Design clk_div_sequencer_flat, sky130hd; sources not shown.
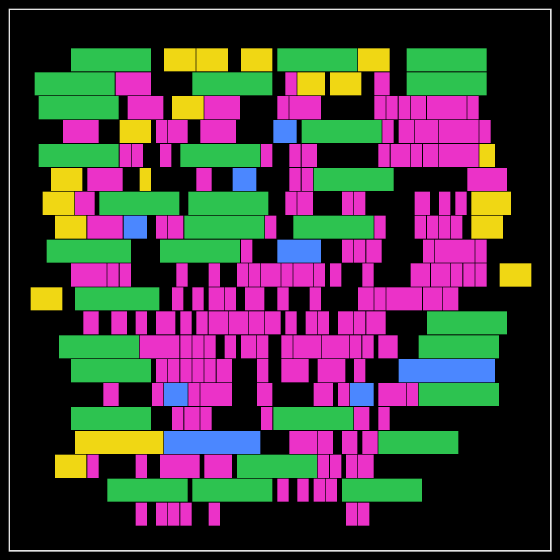
*Cells colored by class*
class	color	cells	share of their area
clock drivers and dummy loads	blue	8	5.7%
remaining buffers and delay cells	yellow	19	10%
registers	green	30	39%
remaining logic cells	magenta	169	46%
Finished Cell Area: 2004 um^2
fin util: 64.60%
Placeable Area: 3103 um^2

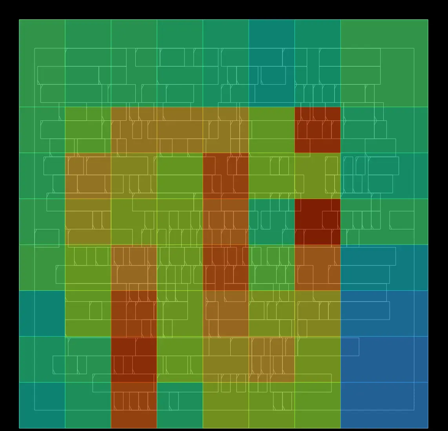
*Routing congestion map*
GR Util met1: 22.12%
GRT Max-Usage Layer: met2
Avg WL per Cell: 11.50 um
met3 Usage GRT: 5.672%
met2 Usage GRT: 33.13%

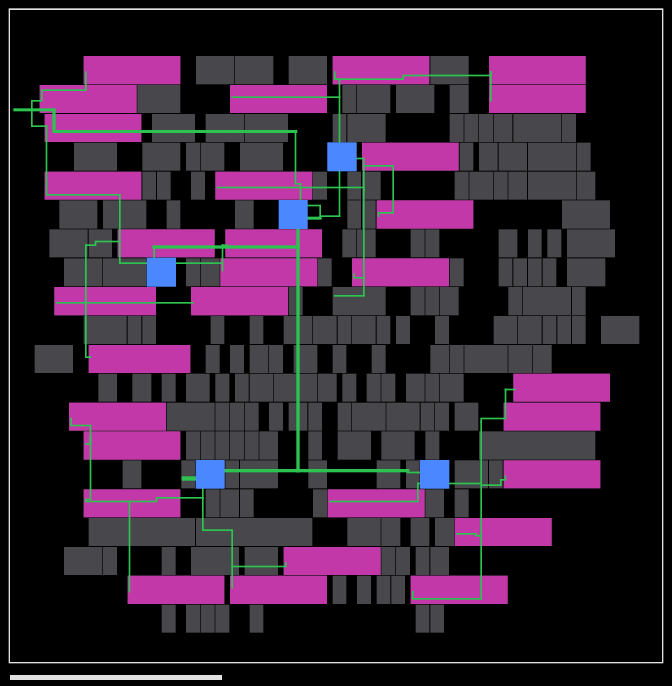
*Clock wires, drivers and flops*
The bar under the picture is 20 um long.
[flip-flops] magenta | count: 30
[clock wires] green | length: 368 um
[clock-net drivers] blue | count: 5
flops lie	spread over the die
final clock skew: 9.102 ps
Clock group: 0.567 mW
Clk pwr share: 21.1%
clk latency late pin: 330 ps

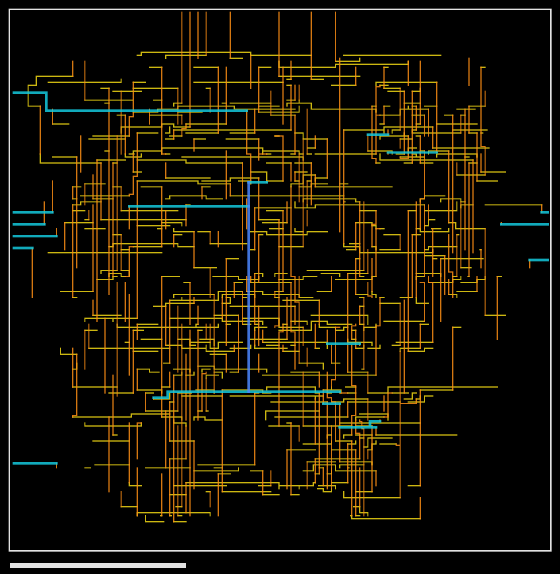
*Signal wires by layer*
The bar under the picture is 20 um long.
layer	color	wire length
M2	orange	1560 um
M1	yellow	1410 um
M3	cyan	113 um
M4	blue	23.8 um
WL final: 3105 um
gr usage total: 18.74%
Vias: 1353

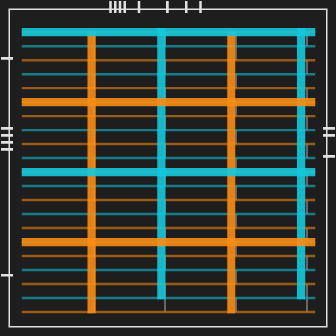
*Power grid*
Pins as bars on the die edge. Tap cells in gray.
net	color
VSS	orange
VDD	cyan
met5 straps	4
met1 rails	21
tap cells	44
signal pins	17
rows	20
peak supply drop: 0.0006138 V
die height: 61.43 um
Die Width: 61.43 um

==> deck_impl_summary.md <==
Implementation Results

Status
  • Status: finished, final reports clean

Yosys
  • Yosys warning count: 0
  • Synth Net Count: between 200 and 250
  • Post-synth top area cell: dfrtp_1
  • Ys flop type: dfrtp_1
  • Seq share, synth: 45.68%
  • Top cells by count, synth: nand2_1 (50), dfrtp_1 (28), inv_1 (28)
  • Yosys simple share: roughly 28%

Clocking
  • CTS H-tree depth: 2
  • Clk slew on worst S/H paths: around 100 ps
  • TritonCTS clock tree: built
  • Clock Tree Root: clkbuf_4
  • Clk buf depth: 2
  • Cts bufs inserted: 5
  • # hold bufs at CTS: 0
  • Postcts setup bufs: 0

Layout
  • Most frequent cells in the layout: nand2_1 (50), inv_1 (28), dfrtp_1 (28)
  • Multi-input gate area: 778.2 um^2
  • Signal buffers share of area: 9.863%
  • Largest cell class by area: multi-input combinational cells
  • Share of layout cells above drive strength 1: between 10% and 20%
  • Fin nets: approximately 240
  • Clock buf count: 6

Global route
  • Initial antenna violation count: 0
  • Largest net degree at the start of global routing: 21

Power
  • Power per cell area: roughly 1300 nW/um^2
  • Max power group: combinational logic
  • Logic power comb: around 1.2 mW

Worst setup path
  • Crit end category: output pin
  • Cell repeated most along the worst path: nor2_1
  • Buf/Inv on CP: 2
  • Worst Reg-to-Reg Cells: 14
  • CP Class: reg -> out
  • Critical path startpoint category: flip-flop
  • Largest stage delay on the critical path: 410 ps

Drt
  • Drt via density: 5.011
  • Pre-antenna DRT Iters: 4
  • Routed Antenna Nets: 0

Run
  • Tool warnings: 30

Place
  • Detailed Place HPWL: approximately 2500 um
  • Post-place setup slack: about 290 ps
  • IO Port Bufs: 16

STA
  • FMAX: slightly below 500 MHz
  • Hold Slack: around 330 ps
  • Worst setup margin: about 240 ps
  • Hold Fails Final Rpt: 0
  • Max-slew violation count: 0
  • RSZ-0062 raised after global routing: no

Die
  • Core Util at FP: a little over half
  • Num ports: 17
Power and IR drop assume default switching activity.
